### config.mk
export PLATFORM = sky130hd
export DESIGN_NAME = gpr_writeback_flat
export DESIGN_NICKNAME = d
export VERILOG_FILES = /design/src/rtl/gpr_writeback_if.sv /design/src/rtl/gpr_writeback.sv /design/src/flat_wrapper.sv
export SDC_FILE = /design/constraint.sdc
export NUM_CORES = 1
export LEC_CHECK = 0
export CAP_MARGIN = 20
export CORE_MARGIN = 8
export CORE_UTILIZATION = 53
export CTS_CLUSTER_DIAMETER = 60
export DETAILED_ROUTE_END_ITERATION = 10
export PLACE_DENSITY = 0.79
export SYNTH_ARGS = -nofsm -noshare
export SYNTH_HDL_FRONTEND = slang
export SYNTH_SLANG_ARGS = --single-unit
### constraint.sdc
create_clock -name clk -period 5.1 [get_ports clk]
set_clock_uncertainty 0.05 [all_clocks]
set_input_delay 0.765 -clock clk [delete_from_list [all_inputs] [get_ports clk]]
set_output_delay 0.765 -clock clk [all_outputs]
set_load 0.01 [all_outputs]
### src/rtl/gpr_writeback_if.sv
// Handshake and write-port bundle for gpr_writeback.
// Optional bypass lookup signals appear when GPR_WB_BYPASS_EN is defined.
interface gpr_writeback_if #(
  parameter int unsigned DATA_W     = 16,
  parameter int unsigned ADDR_W     = 3,
  parameter int unsigned FIFO_DEPTH = 4
);
  localparam int unsigned CNT_W = $clog2(FIFO_DEPTH + 1);

  logic              alu_valid;
  logic              alu_ready;
  logic [ADDR_W-1:0] alu_dest;
  logic [DATA_W-1:0] alu_data;
  logic              mem_valid;
  logic              mem_ready;
  logic [ADDR_W-1:0] mem_dest;
  logic [DATA_W-1:0] mem_data;
  logic              wb_hold;
  logic              wb_en;
  logic [ADDR_W-1:0] wb_dest;
  logic [DATA_W-1:0] wb_data;
  logic [CNT_W-1:0]  fifo_count;
`ifdef GPR_WB_BYPASS_EN
  logic [ADDR_W-1:0] byp_addr_1;
  logic [ADDR_W-1:0] byp_addr_2;
  logic              byp_hit_1;
  logic              byp_hit_2;
  logic [DATA_W-1:0] byp_data_1;
  logic [DATA_W-1:0] byp_data_2;

  modport slave (
    input  alu_valid, alu_dest, alu_data, mem_valid, mem_dest, mem_data, wb_hold,
    input  byp_addr_1, byp_addr_2,
    output alu_ready, mem_ready, wb_en, wb_dest, wb_data, fifo_count,
    output byp_hit_1, byp_hit_2, byp_data_1, byp_data_2
  );
  modport master (
    output alu_valid, alu_dest, alu_data, mem_valid, mem_dest, mem_data, wb_hold,
    output byp_addr_1, byp_addr_2,
    input  alu_ready, mem_ready, wb_en, wb_dest, wb_data, fifo_count,
    input  byp_hit_1, byp_hit_2, byp_data_1, byp_data_2
  );
`else
  modport slave (
    input  alu_valid, alu_dest, alu_data, mem_valid, mem_dest, mem_data, wb_hold,
    output alu_ready, mem_ready, wb_en, wb_dest, wb_data, fifo_count
  );
  modport master (
    output alu_valid, alu_dest, alu_data, mem_valid, mem_dest, mem_data, wb_hold,
    input  alu_ready, mem_ready, wb_en, wb_dest, wb_data, fifo_count
  );
`endif
endinterface

### src/rtl/gpr_writeback.sv
// Write-back sequencer for the 8x16 GPR file: arbitrates ALU and load results
// (load unit has priority) into an in-order FIFO and issues one registered
// write per cycle. Optional combinational forwarding lookup: GPR_WB_BYPASS_EN.
module gpr_writeback #(
  parameter int unsigned DATA_W     = 16,
  parameter int unsigned ADDR_W     = 3,
  parameter int unsigned FIFO_DEPTH = 4
) (
  input logic            clk,
  input logic            rst,
  gpr_writeback_if.slave bus
);
  localparam int unsigned PTR_W = (FIFO_DEPTH > 1) ? $clog2(FIFO_DEPTH) : 1;
  localparam int unsigned CNT_W = $clog2(FIFO_DEPTH + 1);

  logic [ADDR_W-1:0] dest_q [FIFO_DEPTH];
  logic [DATA_W-1:0] data_q [FIFO_DEPTH];
  logic [PTR_W-1:0]  wr_ptr_q, rd_ptr_q;
  logic [CNT_W-1:0]  count_q;
  logic              wb_en_q;
  logic [ADDR_W-1:0] wb_dest_q;
  logic [DATA_W-1:0] wb_data_q;

  logic              full, push, pop, mem_ready, alu_ready;
  logic [ADDR_W-1:0] push_dest;
  logic [DATA_W-1:0] push_data;

  // Readies look only at the current count, so a same-cycle pop never frees a slot.
  always_comb begin
    full      = (count_q == CNT_W'(FIFO_DEPTH));
    mem_ready = !full;
    alu_ready = !full && !bus.mem_valid;
    push      = (bus.mem_valid && mem_ready) || (bus.alu_valid && alu_ready);
    push_dest = bus.mem_valid ? bus.mem_dest : bus.alu_dest;
    push_data = bus.mem_valid ? bus.mem_data : bus.alu_data;
    pop       = (count_q != '0) && !bus.wb_hold;
  end

  assign bus.mem_ready  = mem_ready;
  assign bus.alu_ready  = alu_ready;
  assign bus.wb_en      = wb_en_q;
  assign bus.wb_dest    = wb_dest_q;
  assign bus.wb_data    = wb_data_q;
  assign bus.fifo_count = count_q;

  // Entry storage; contents are meaningless outside the valid window so no reset.
  always_ff @(posedge clk) begin
    if (push) begin
      dest_q[wr_ptr_q] <= push_dest;
      data_q[wr_ptr_q] <= push_data;
    end
  end

  // Pointers, occupancy and the registered write port.
  always_ff @(posedge clk or posedge rst) begin
    if (rst) begin
      wr_ptr_q  <= '0;
      rd_ptr_q  <= '0;
      count_q   <= '0;
      wb_en_q   <= 1'b0;
      wb_dest_q <= '0;
      wb_data_q <= '0;
    end else begin
      if (push) wr_ptr_q <= wr_ptr_q + PTR_W'(1);
      if (pop)  rd_ptr_q <= rd_ptr_q + PTR_W'(1);
      count_q <= count_q + CNT_W'(push) - CNT_W'(pop);
      wb_en_q <= pop;
      if (pop) begin
        wb_dest_q <= dest_q[rd_ptr_q];
        wb_data_q <= data_q[rd_ptr_q];
      end
    end
  end

`ifdef GPR_WB_BYPASS_EN
  // Oldest first so that younger matches overwrite; the wb register is oldest.
  function automatic logic [DATA_W:0] lookup(input logic [ADDR_W-1:0] addr);
    logic              hit;
    logic [DATA_W-1:0] data;
    logic [PTR_W-1:0]  idx;
    hit  = 1'b0;
    data = '0;
    if (wb_en_q && (wb_dest_q == addr)) begin
      hit  = 1'b1;
      data = wb_data_q;
    end
    for (int unsigned i = 0; i < FIFO_DEPTH; i++) begin
      idx = rd_ptr_q + PTR_W'(i);
      if ((i < 32'(count_q)) && (dest_q[idx] == addr)) begin
        hit  = 1'b1;
        data = data_q[idx];
      end
    end
    return {hit, data};
  endfunction

  logic [DATA_W:0] byp_1, byp_2;

  // Forwarding search for the two decode read ports.
  always_comb begin
    byp_1 = lookup(bus.byp_addr_1);
    byp_2 = lookup(bus.byp_addr_2);
  end

  assign bus.byp_hit_1  = byp_1[DATA_W];
  assign bus.byp_data_1 = byp_1[DATA_W-1:0];
  assign bus.byp_hit_2  = byp_2[DATA_W];
  assign bus.byp_data_2 = byp_2[DATA_W-1:0];
`endif
endmodule

### src/flat_wrapper.sv
// flat-port wrapper written by rule: the top's interface ports become plain ports
module gpr_writeback_flat 
#(
  parameter int unsigned DATA_W     = 16,
  parameter int unsigned ADDR_W     = 3,
  parameter int unsigned FIFO_DEPTH = 4
)
  (clk, rst, bus_alu_valid, bus_alu_dest, bus_alu_data, bus_mem_valid, bus_mem_dest, bus_mem_data, bus_wb_hold, bus_alu_ready, bus_mem_ready, bus_wb_en, bus_wb_dest, bus_wb_data, bus_fifo_count);
  gpr_writeback_if #(.DATA_W(DATA_W), .ADDR_W(ADDR_W), .FIFO_DEPTH(FIFO_DEPTH)) bus_i ();
  input logic clk;
  input logic rst;
  input wire logic [$bits(bus_i.alu_valid)-1:0] bus_alu_valid;
  input wire logic [$bits(bus_i.alu_dest)-1:0] bus_alu_dest;
  input wire logic [$bits(bus_i.alu_data)-1:0] bus_alu_data;
  input wire logic [$bits(bus_i.mem_valid)-1:0] bus_mem_valid;
  input wire logic [$bits(bus_i.mem_dest)-1:0] bus_mem_dest;
  input wire logic [$bits(bus_i.mem_data)-1:0] bus_mem_data;
  input wire logic [$bits(bus_i.wb_hold)-1:0] bus_wb_hold;
  output wire logic [$bits(bus_i.alu_ready)-1:0] bus_alu_ready;
  output wire logic [$bits(bus_i.mem_ready)-1:0] bus_mem_ready;
  output wire logic [$bits(bus_i.wb_en)-1:0] bus_wb_en;
  output wire logic [$bits(bus_i.wb_dest)-1:0] bus_wb_dest;
  output wire logic [$bits(bus_i.wb_data)-1:0] bus_wb_data;
  output wire logic [$bits(bus_i.fifo_count)-1:0] bus_fifo_count;
  assign bus_i.alu_valid = bus_alu_valid;
  assign bus_i.alu_dest = bus_alu_dest;
  assign bus_i.alu_data = bus_alu_data;
  assign bus_i.mem_valid = bus_mem_valid;
  assign bus_i.mem_dest = bus_mem_dest;
  assign bus_i.mem_data = bus_mem_data;
  assign bus_i.wb_hold = bus_wb_hold;
  assign bus_alu_ready = bus_i.alu_ready;
  assign bus_mem_ready = bus_i.mem_ready;
  assign bus_wb_en = bus_i.wb_en;
  assign bus_wb_dest = bus_i.wb_dest;
  assign bus_wb_data = bus_i.wb_data;
  assign bus_fifo_count = bus_i.fifo_count;
  gpr_writeback #(.DATA_W(DATA_W), .ADDR_W(ADDR_W), .FIFO_DEPTH(FIFO_DEPTH)) u_core (.clk(clk), .rst(rst), .bus(bus_i));
endmodule
### Clock wiring as the flow saved it

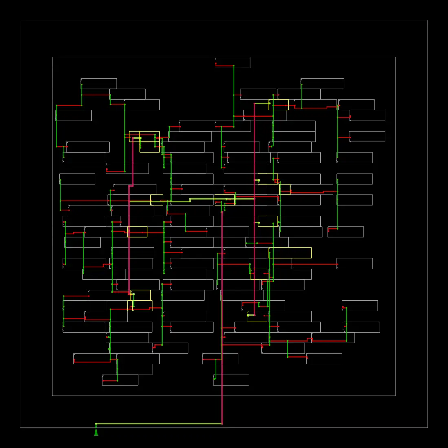
Clock group: 0.514 mW
Num CTS Buffers: 9
Seq cells: 103
CLK BUF: 11
clock sink count: 103

### Ports around the boundary

Scale: 4 px per um. Pins as bars across the die edge, other pins in grey.
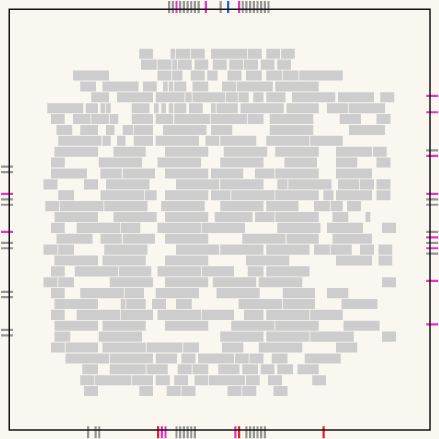
[bus_wb_dest] red | pins: 3 | direction: output | edge: bottom
[bus_wb_data] magenta | pins: 16 | direction: output | edge: 8 right, 3 top, 3 bottom, 2 left
[bus_wb_hold] blue | pins: 1 | direction: input | edge: top
all pins by edge: 21 top, 21 bottom, 14 right, 12 left

### Metal layers overlaid

Scale: 3 px per um.
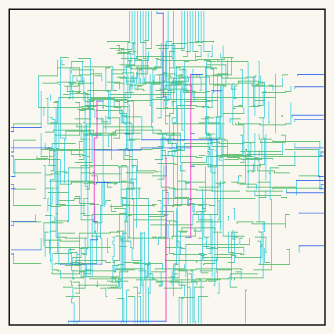
[M3] blue | wire length: 268 um
[M4] magenta | wire length: 178 um
[M1] green | wire length: 2900 um
[M2] cyan | wire length: 3720 um
drt total wl: 7070 um
Avg WL per Cell: 18.6 um
DR vias: 1985
Total GRT Usage: 13.8%

### Cell density map

Scale: 4 px per um. 10 x 10 tiles, from black (low) to pale yellow (high), 0 to 100% covered.
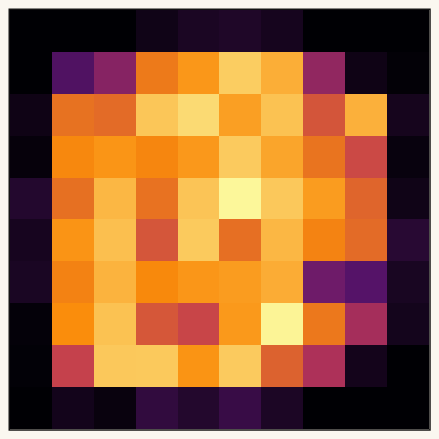
fullest tile: 98%
mean over tiles: 46%
nearly empty tiles: 16%
emptiest ninth of the die: bottom right
densest ninth of the die: middle
fin util: 67.5%
fp util: 54.3%
Core ar.: 7690 um^2

### Placed cells, one colour a class

Scale: 3 px per um.
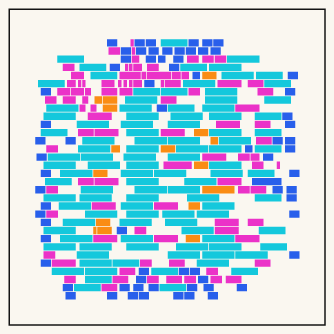
[registers] cyan | cells: 103
[remaining buffers and delay cells] blue | cells: 71
[clock drivers and dummy loads] orange | cells: 16
[remaining logic cells] magenta | cells: 89
Seq area share: 57.0%
Rows: 32

==> impl_metrics.ini <==
; synthesis and place-and-route metrics
[global_route]
antenna_found_initial = 0

[worst_setup_path]
worstPathRequired_ns = 5.03
cp-end-kind = register
critPathArrivalTime_ns = 2.84
cpPeakStageDelay_ns = 0.86

[logic_synthesis]
mux_share_pct = 22.5
fa_ha_area_share_pct = 2.28
yosysUniqueCellTypes = 19
logic_family = multiplexers
synth_flop_count = 103
synth_cells = 200

[clocking]
cts.path.max_buffers = 2
cts-root-buf = clkbuf_8

[pwr]
power.density_nw_per_um2 = 556
power_mw = 2.89
ir_drop_mv = 0.350
combPwrFrac_pct = 35.0
pwr-share-seq_pct = 47.2
seq_cell_power_mw = 1.36
p_int_mw = 2.07
pg_comb_mw = 1.01

[die]
chip_area_um2 = 11000
pin_count = 68
die_w_um = 105
tap_cells = 102

[job]
warnings = 29

[routing]
wl_met3_um = 268
wl_met2_um = 3720
drtIter0Drc = 59
highest_layer = met4
met1Wirelength_um = 2900
viasPerCell = 5.21

[sta]
fin_tns_setup_ns = 0
setup_viol = 0
finalCritPeriodShare_pct = 57.1

[final_layout]
comb_area_um2 = 1140
area_growth_pct = 24.2
sh_comb_area_pct = 22.1
seqCellArea_um2 = 2960
buffers_excl_clock = 71
drive_gt1_share_pct = 27.6
nonClockInverterCount = 8

[placed_design]
port_buffers = 67
place_area_um2 = 4980

[status]
status = completed
==> path summary, 6_finish.rpt <==
check	cells past startpoint	from	end	slack [ns]
worst min-delay path	1	u_core.bus.wb_data[2]	u_core.bus.wb_data[2]	0.47
min in group asynchronous	2	rst	u_core.bus.wb_data[4]	0.70
max in group asynchronous	3	rst	u_core.bus.wb_data[14]	3.82
worst max-delay path	5	bus_mem_valid	u_core.data_q[2][4]	2.19
worst max register to register	10	u_core.bus.fifo_count[1]	u_core.bus.fifo_count[2]	2.48
worst min register to register	1	u_core.bus.wb_data[2]	u_core.bus.wb_data[2]	0.47
==> cell usage after synthesis (all sizes together) <==
| master | n | share of area (%) |
|---|---|---|
| xnor2 | 3 | 0.63 |
| fa | 1 | 0.48 |
| clkbuf | 2 | 0.18 |
| mux4 | 19 | 10 |
| ha | 6 | 1.8 |
| buf | 6 | 1.1 |
| mux2 | 39 | 12 |
| nor2 | 4 | 0.36 |
| and2 | 4 | 0.60 |
| xor2 | 2 | 0.42 |
| inv | 8 | 0.72 |
| edfxtp | 76 | 55 |
| nor3 | 1 | 0.12 |
| nor3b | 2 | 0.36 |
| dfrtp | 27 | 16 |
==> logic make-up after synthesis <==
logic type | Yosys count
xor gates and xnor gates | 5
DFF | 103
adders and majority gates | 7
and+or+nand+nor | 11
buffers and inverters | 16
muxes | 58
==> flip-flops by register name, summed over array words and instances (netlist names) <==
register,flops
u_core.data_q,64
u_core.rd_ptr_q,2
u_core.bus.wb_data,16
u_core.dest_q,12
u_core.bus.fifo_count,3
u_core.bus.wb_dest,3
u_core.bus.wb_en,1
u_core.wr_ptr_q,2
==> layer usage <==
layer	GRT usage [%]	up-vias
met5	0	-
met2	23.0	50
li1	-	921
met4	7.14	0
met1	16.7	1001
met3	2.83	13
No activity file was given, so power comes from the tool's default toggle rates.
